Fig. 1: run 1, track usage over the die
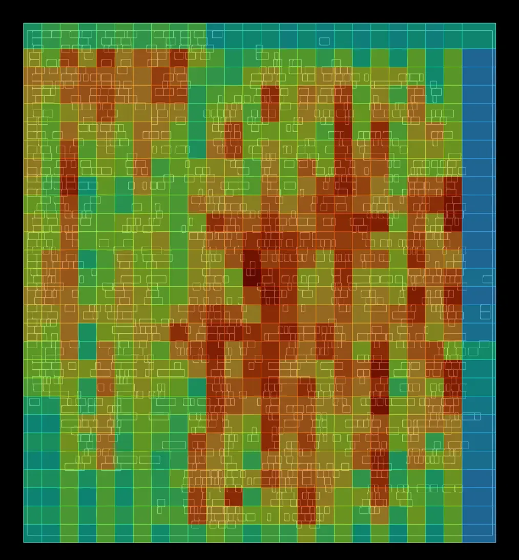
Fig. 2: run 1, wiring by layer
Two of the layers only.
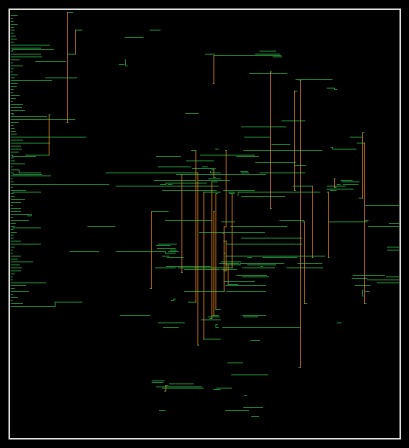
Fig. 3: run 1, clock distribution
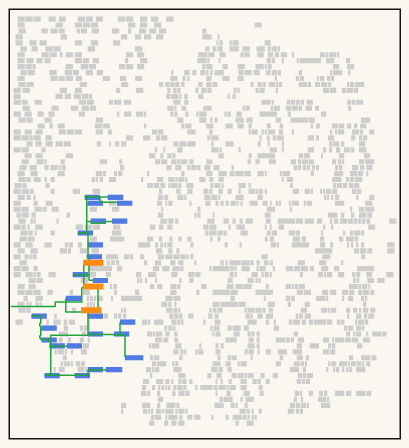
Design usb_fs_in_arb, sky130hd; sources not shown.
==> reports/metrics.yaml, run 1 <==
route:
  remaining_drc_errors: 0
  ant_nets: 0
  first_pass_iters: 7
  drt_iter0_drc: 820
  routed_via_density: 6.06
layout:
  comb_share_pct: 69.8
  comb_cells: 1064
  final_cell_area_um2: 10700
  clkCellAreaFrac_pct: 0.978
  lay_top_cells: "175 x clkdlybuf4s50_1, 113 x nor2_1, 82 x nand2_1, 71 x a21oi_1, 62 x o21ai_0"
  nonClockBufferCount: 196
  fillers: 3706
  antenna_cells: 0
  mi_logic_area_um2: 7500
  layout_top_cell: "clkdlybuf4s50_1"
  buf_share_pct: 17.8
  largest_reg_flops: 11
  nNetsFinal: 1506
  drive_gt1_share_pct: 7.05
  n_clock_buffer: 3
  inverters: 44
  seq_area_share_pct: 4.89
  flops: 26
  largest_class: "logic gates"
  areaGrowthSynthToFinish_pct: 25.7
  seqCellArea_um2: 526
floorplanning:
  die_area_um2: 34900
  die_width_um: 178
  die_h_um: 196
  io_pins: 176
  core_area_um2: 33500
  tap_cells: 432
  num_rows: 70
  fp_util_pct: 25.5
yosys:
  edf_count: 0
  top_cells_by_area: "dfxtp_1 6.1%, ha_1 5.4%, nor2_1 5.0%"
  common_cells: "113 x nor2_1, 82 x nand2_1, 71 x a21oi_1"
  ys_types: 99
  dominantRegCellSynth: "dfxtp_1"
  ys_seq_share_pct: 6.09
  top_cell: "nor2_1"
  yosysTopAreaCellShare_pct: 6.09
  synth_flops: 26
  yosys_area_um2: 8550
  ys_async_sr_fraction_pct: 0
  yosysWarnings: 0
  avgSynthCellArea_um2: 7.00
  syn_area_um2: 8550
  largest_area_cell: "dfxtp_1"
  fp_nets: 1392
  syn_inst: 1221
  synth_stat.cells: 1221
clock_network:
  cts_buffer_depth: 2
  cts-resized-gates: 0
  postCtsSetupRepairBufs: 0
  clk_pin_slew_ps: 70
  cts_made_buffers: 3
  hold_buffers: 0
  clock_sinks: 26
  root_buffer: "clkbuf_16"
  cts-htree-levels: 1
  tritoncts: "done"
grt:
  antenna_found_initial: 0
  grt_max_degree: 51
  grt_pass1_wl_mm: 65.3
  gr-total-overflow: 0
  grt_pass1_vias: 10400
flow_run:
  maxCapViolations: 0
  warning_count: 41
run_status:
  status: "completed"
sta:
  tns_ps: 0
  maxSlewViolCount: 0
  max_freq_ghz: 0.137
  rsz0062_at_grt: "no"
  max_slew_margin_pct: 32.1
  hold_viol_final: 0
  fin_crit_sh_pct: 64.4
  final-setup-viol-count: 0
  finalClockSkew_ps: 6.99
  tightest_slew_ps: 1020
  period_needed_ps: 7280
setup_path:
  slowest_stage: "o311ai_0"
  cp_data_arrival_time_ps: 7480
  r2r_setup_slack_ps: 4020
  r2r_cells: 19
  cp-end-kind: "flop"
  crit_type: "flop to flop"
  cp_slowest_stage_delay_ps: 910
  path_cells: "clkinv_1 -> buf_4 -> ha_2 -> xor2_2 -> inv_1 -> ha_1 -> o311ai_0 -> and2_1 -> ha_1 -> a21oi_1 -> o21ai_1 -> mux4_2 -> o22ai_1 -> o311ai_0 -> a211oi_1 -> o32ai_2 -> a31oi_1 -> and3b_4 -> a32o_1"
  critPathLaunchType: "flop"
  crit_path_max_fanout: 44
  worst_ep_required_time_ps: 11500
placement:
  routabilityCongestion: 0.940
  placed_area_um2: 10600
  numPortBuffers: 175
  hpwl_mm: 33.7
hold_path:
  min_path_cells: 2
  hold_class: "flop to flop"
pwr:
  leakage_nw: 3.90
  powerDensity_nw_per_um2: 376
  irDropWorstVdd_uv: 157
Notes on Fig. 1 above:
All-Layer GR Usage: 24.4%
per-cell routed wire length: 24.6 um
met2 GRT Util: 42.4%
grt peak-use layer: met2
GR Util met1: 31.9%

Notes on Fig. 2 above:
layer	colour	wire length
M3	green	2400 um
M4	orange	1130 um
Vias: 10700
WL final: 43.5 mm

Notes on Fig. 3 above:
[clock-net drivers] orange | count: 3
[flip-flops] blue | count: 26
[clock wires] green | length: 329 um
routed clock nets	4
latest clock arrival within the worst-skew pair: 260 ps
clock-net power: 0.000102 W
Clk pwr share: 2.5%

[run 1: critical path: cells and delay by family, from the launching register on]
| kind | cells | cell delay [ps] |
|---|---|---|
| adder cells (fa/ha/maj) | 3 | 1250 |
| buffers and inverters | 3 | 750 |
| multiplexers | 1 | 400 |
| flip-flops | 1 | 380 |
| AND-OR/OR-AND | 9 | 3260 |
| AND/OR/NAND/NOR | 2 | 700 |
| XOR/XNOR | 1 | 450 |
[run 1: metrics by stage]
stage	total power (W)	cells	utilization, %	setup slack, ps	hold WS (ps)
after floorplan	0.00280	1221	-	3850	458
after global placement	0.00392	1760	31.7	3930	486
after detailed placement	0.00385	1761	31.8	3940	497
after CTS	0.00397	1765	32.1	4160	507
after global routing	0.00437	1766	32.1	3540	516
final	0.00404	1766	32.1	4020	502
[run 1: metal layers]
layer | track usage, % | up-vias | wire length, um
li1 | - | 5022 | -
met1 | 31.9 | 5200 | 18900
met2 | 42.4 | 427 | 21000
met3 | 2.33 | 60 | 2400
met4 | 6.09 | 0 | 1130
met5 | 0 | - | 0
[run 1: where the power goes]
| part | internal [W] | switching, W | total (W) | leakage, nW |
|---|---|---|---|---|
| clock network | 0.0000704 | 0.0000316 | 0.000102 | 0.0511 |
| logic | 0.00139 | 0.00242 | 0.00381 | 3.64 |
| registers | 0.000109 | 0.0000244 | 0.000133 | 0.212 |
[run 1: cell families (layout without fill, tap and decap cells)]
group	count (synthesis)	in the layout	synth area share (%)
compound gates	463	463	40.4
mux	67	67	9.76
simple gates	464	464	28.4
buf+inv	131	244	6.24
flops	26	26	6.09
fa+ha+maj	37	37	5.42
xor+xnor	33	33	3.69
==> inputs of run 2 (changes only) <==
==> constraint.sdc (replaced) <==
create_clock -name clk -period 6.45 [get_ports clk]
set_input_delay 1.29 -clock clk [delete_from_list [all_inputs] [get_ports clk]]
set_output_delay 1.29 -clock clk [all_outputs]
set_load 0.005 [all_outputs]
Fig. 4: run 2, pin map
Pins as bars across the die edge, other pins in grey.
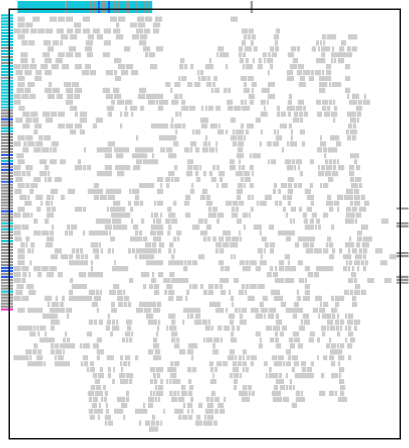
port	colour	pins	direction	edge
in_ep_data_done	blue	11	output	9 west, 2 north
clk	magenta	1	input	west
cl_data	cyan	88	input	53 north, 35 west
all pins by edge	100 west, 68 north, 8 east
Chip Height: 196 um
port bufs: 175
chip width: 178 um

Fig. 5: run 2, clock distribution
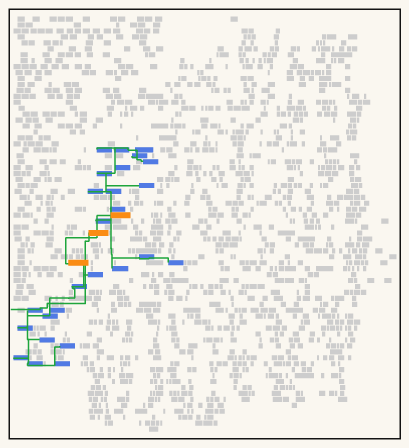
[clock-net drivers] orange | count: 3
[flip-flops] blue | count: 26
[clock wires] green | length: 404 um
routed clock nets	4
latest clock arrival within the worst-skew pair: 270 ps
Clock Skew: 10.5 ps
clock-net power: 0.000184 W

==> run 2 against run 1 <==
Die area is the same. Sequential power grew 86%. Power grew 82%. Clock power grew about 80%. Synthesized cell count is the same. Combinational power grew 82%. Flip-flop count is the same. Clock skew grew 3.5 ps. First-iteration DRC count grew 5.5%.
==> reports/metrics.yaml, run 2 <==
route:
  ant_nets: 0  # unchanged
  highest_layer: "met4"
  met3_length_mm: 2.49  # +4.0%
  totalWireLength_mm: 44.9  # +3.3%
  drt_iter0_drc: 865  # +5.5%
  wire_per_inst_um: 24.6  # about the same
  wl_met2_mm: 21.6  # +2.7%
  num_vias: 11000  # +2.5%
  remaining_drc_errors: 0  # unchanged
  wl_met1_mm: 19.7  # +4.3%
  routed_via_density: 6.02  # -0.80%
  first_pass_iters: 6  # -1
yosys:
  common_cells: "113 x nor2_1, 82 x nand2_1, 71 x a21oi_1"
  ys_types: 99  # unchanged
  largest_area_cell: "dfxtp_1"
  edf_count: 0  # unchanged
  yosys_area_um2: 8550  # unchanged
  ys_seq_share_pct: 6.09  # unchanged
  mux_share_pct: 9.76  # unchanged
  synth_stat.cells: 1221  # unchanged
  synthTopLogicFamily: "AND-OR/OR-AND gates"
  ys_async_sr_fraction_pct: 0  # unchanged
  dominantRegCellSynth: "dfxtp_1"
  top_cells_by_area: "dfxtp_1 6.1%, ha_1 5.4%, nor2_1 5.0%"
  yosysTopAreaCellShare_pct: 6.09  # unchanged
  xor_share_pct: 3.69  # unchanged
  top_cell: "nor2_1"
  fp_nets: 1392  # unchanged
  synth_flops: 26  # unchanged
  yosysWarnings: 0  # unchanged
  synth_simple_gate_area_share_pct: 28.4  # unchanged
  syn_area_um2: 8550  # unchanged
  avgSynthCellArea_um2: 7.00  # unchanged
  adder_share_pct: 5.42  # unchanged
  aoi_share_pct: 40.4  # unchanged
  syn_inst: 1221  # unchanged
grt:
  use_met1_pct: 33.1  # +1.2 points
  grt_pass1_vias: 10600  # +1.1%
  grt_max_degree: 43  # -16%
  grt_pass1_wl_mm: 67.2  # +2.9%
  track_usage_pct: 25.3  # +0.91 points
  top_usage_layer: "met2"
  antenna_found_initial: 0  # unchanged
  grt_use_met2_pct: 43.9  # +1.5 points
  grtUsageMet3_pct: 2.58  # +0.25 points
  gr-total-overflow: 0  # unchanged
clock_network:
  hold_buffers: 0  # unchanged
  cts_buffer_depth: 2  # unchanged
  cts-resized-gates: 0  # unchanged
  root_buffer: "clkbuf_16"
  tritoncts: "done"
  clock_sinks: 26  # unchanged
  cts-htree-levels: 1  # unchanged
  postCtsSetupRepairBufs: 0  # unchanged
  cts_made_buffers: 3  # unchanged
  clk_pin_slew_ps: 70  # about the same
pwr:
  leakage_nw: 4.20  # +7.6%
  powerDensity_nw_per_um2: 656  # +74%
  seqPwrFrac_pct: 3.4  # about the same
  p_int_w: 0.00301  # +92%
  irDropWorstVdd_uv: 266  # +69%
  switchingPower_w: 0.00435  # +76%
  pwr-share-clk_pct: 2.5  # about the same
  p_comb_share_pct: 94.1  # about the same
  switching_share_pct: 59.1  # -2.2 points
setup_path:
  critPathLaunchType: "flop"
  cp_slowest_stage_delay_ps: 1010  # +100 ps
  crit_type: "flop to flop"
  slowest_stage: "a2111oi_0"
  path_cells: "inv_1 -> buf_4 -> ha_4 -> xor2_2 -> inv_1 -> ha_1 -> inv_1 -> nand2_1 -> mux2i_1 -> a2111oi_0 -> o221ai_1 -> o41ai_1 -> o221ai_1 -> or4_1 -> or3_4 -> o32ai_2 -> a31oi_1 -> and3b_4 -> a32o_1"
  crit_path_max_fanout: 20  # -55%
  r2r_setup_slack_ps: 270  # -3750 ps
  path_common_cell: "inv_1"
  cp_data_arrival_time_ps: 6350  # -1130 ps
  worst_ep_required_time_ps: 6610  # -4890 ps
  cp-end-kind: "flop"
  r2r_cells: 19  # unchanged
placement:
  hpwl_mm: 35.8  # +6.4%
  placed_area_um2: 11100  # +4.4%
  routabilityCongestion: 0.923  # -1.8%
hold_path:
  hold_class: "flop to flop"
  min_path_cells: 2  # unchanged
floorplanning:
  fp_util_pct: 25.5  # unchanged
  io_pins: 176  # unchanged
  num_rows: 70  # unchanged
  die_area_um2: 34900  # unchanged
  core_area_um2: 33500  # unchanged
layout:
  mi_logic_area_um2: 7540  # +0.52%
  seqCellArea_um2: 526  # unchanged
  drive_gt1_share_pct: 11.6  # +4.5 points
  largest_reg_flops: 11  # unchanged
  areaGrowthSynthToFinish_pct: 31.3
  layout_top_cell: "clkdlybuf4s50_1"
  final_cell_area_um2: 11200  # +4.4%
  nNetsFinal: 1564  # +3.9%
  antenna_cells: 0  # unchanged
  fillers: 3612  # -2.5%
  lay_top_cells: "175 x clkdlybuf4s50_1, 111 x nor2_1, 82 x nand2_1, 79 x buf_4, 70 x a21oi_1"
sta:
  tightest_slew_ps: 1120  # +104 ps
  maxSlewViolCount: 0  # unchanged
  fin_crit_sh_pct: 95.9  # +31 points
  rsz0062_at_grt: "no"
  final-setup-viol-count: 0  # unchanged
  max_freq_ghz: 0.162  # +18%
  tns_ps: 0  # unchanged
  holdWs_ps: 497  # -5.19 ps
  period_needed_ps: 6180  # -1100 ps
  hold_viol_final: 0  # unchanged
  max_slew_margin_pct: 23.4  # -8.7 points
run_status:
  status: "completed"
flow_run:
  maxCapViolations: 0  # unchanged
  warning_count: 41  # unchanged
==> run 2: power by group through the flow <==
| stage | logic (W) | registers (W) | clock network [W] |
|---|---|---|---|
| final | 0.00693 | 0.000248 | 0.000184 |
| after global routing | 0.00746 | 0.000252 | 0.000195 |
| after CTS | 0.00684 | 0.000249 | 0.000189 |
| after detailed placement | 0.00680 | 0.000252 | 0 |
| after global placement | 0.00684 | 0.000254 | 0 |
| after floorplan | 0.00471 | 0.000220 | 0 |
==> run 2: cell type report <==
| type | instances | share of cell area (%) |
|---|---|---|
| Multi-Input combinational cell | 1064 | 67.2 |
| Sequential cell | 26 | 4.68 |
| Tap cell | 432 | 4.82 |
| Timing Repair Buffer | 254 | 20.9 |
| Inverter | 44 | 1.48 |
| Clock inverter | 1 | 0.268 |
| Clock buffer | 3 | 0.669 |
==> run 2: critical path: cells and delay by family, from the launching register on <==
family | cells | cell delay [ps]
fa+ha+maj | 2 | 810
mux | 1 | 180
simple gates | 4 | 1420
buf+inv | 4 | 870
flops | 1 | 360
compound gates | 7 | 2290
xor+xnor | 1 | 110
==> run 2: cell families after synthesis <==
logic type               count (synthesis)
adder cells (fa/ha/maj)                 37
AND-OR/OR-AND                          463
buffers and inverters                  131
AND/OR/NAND/NOR                        464
flip-flops                              26
XOR/XNOR                                33
multiplexers                            67
==> run 2: through the flow <==
step	power (W)	std cells	utilization, %	setup WS [ps]
2_1_floorplan	0.00493	1221	-	8.82
3_3_place_gp	0.00709	1820	33.2	79.1
3_5_place_dp	0.00705	1820	33.2	93.1
4_1_cts	0.00727	1824	33.5	276
5_1_grt	0.00791	1824	33.5	13.9
6_report	0.00737	1824	33.5	267
Power figures rest on the tool's default switching activity, not on a simulated workload.
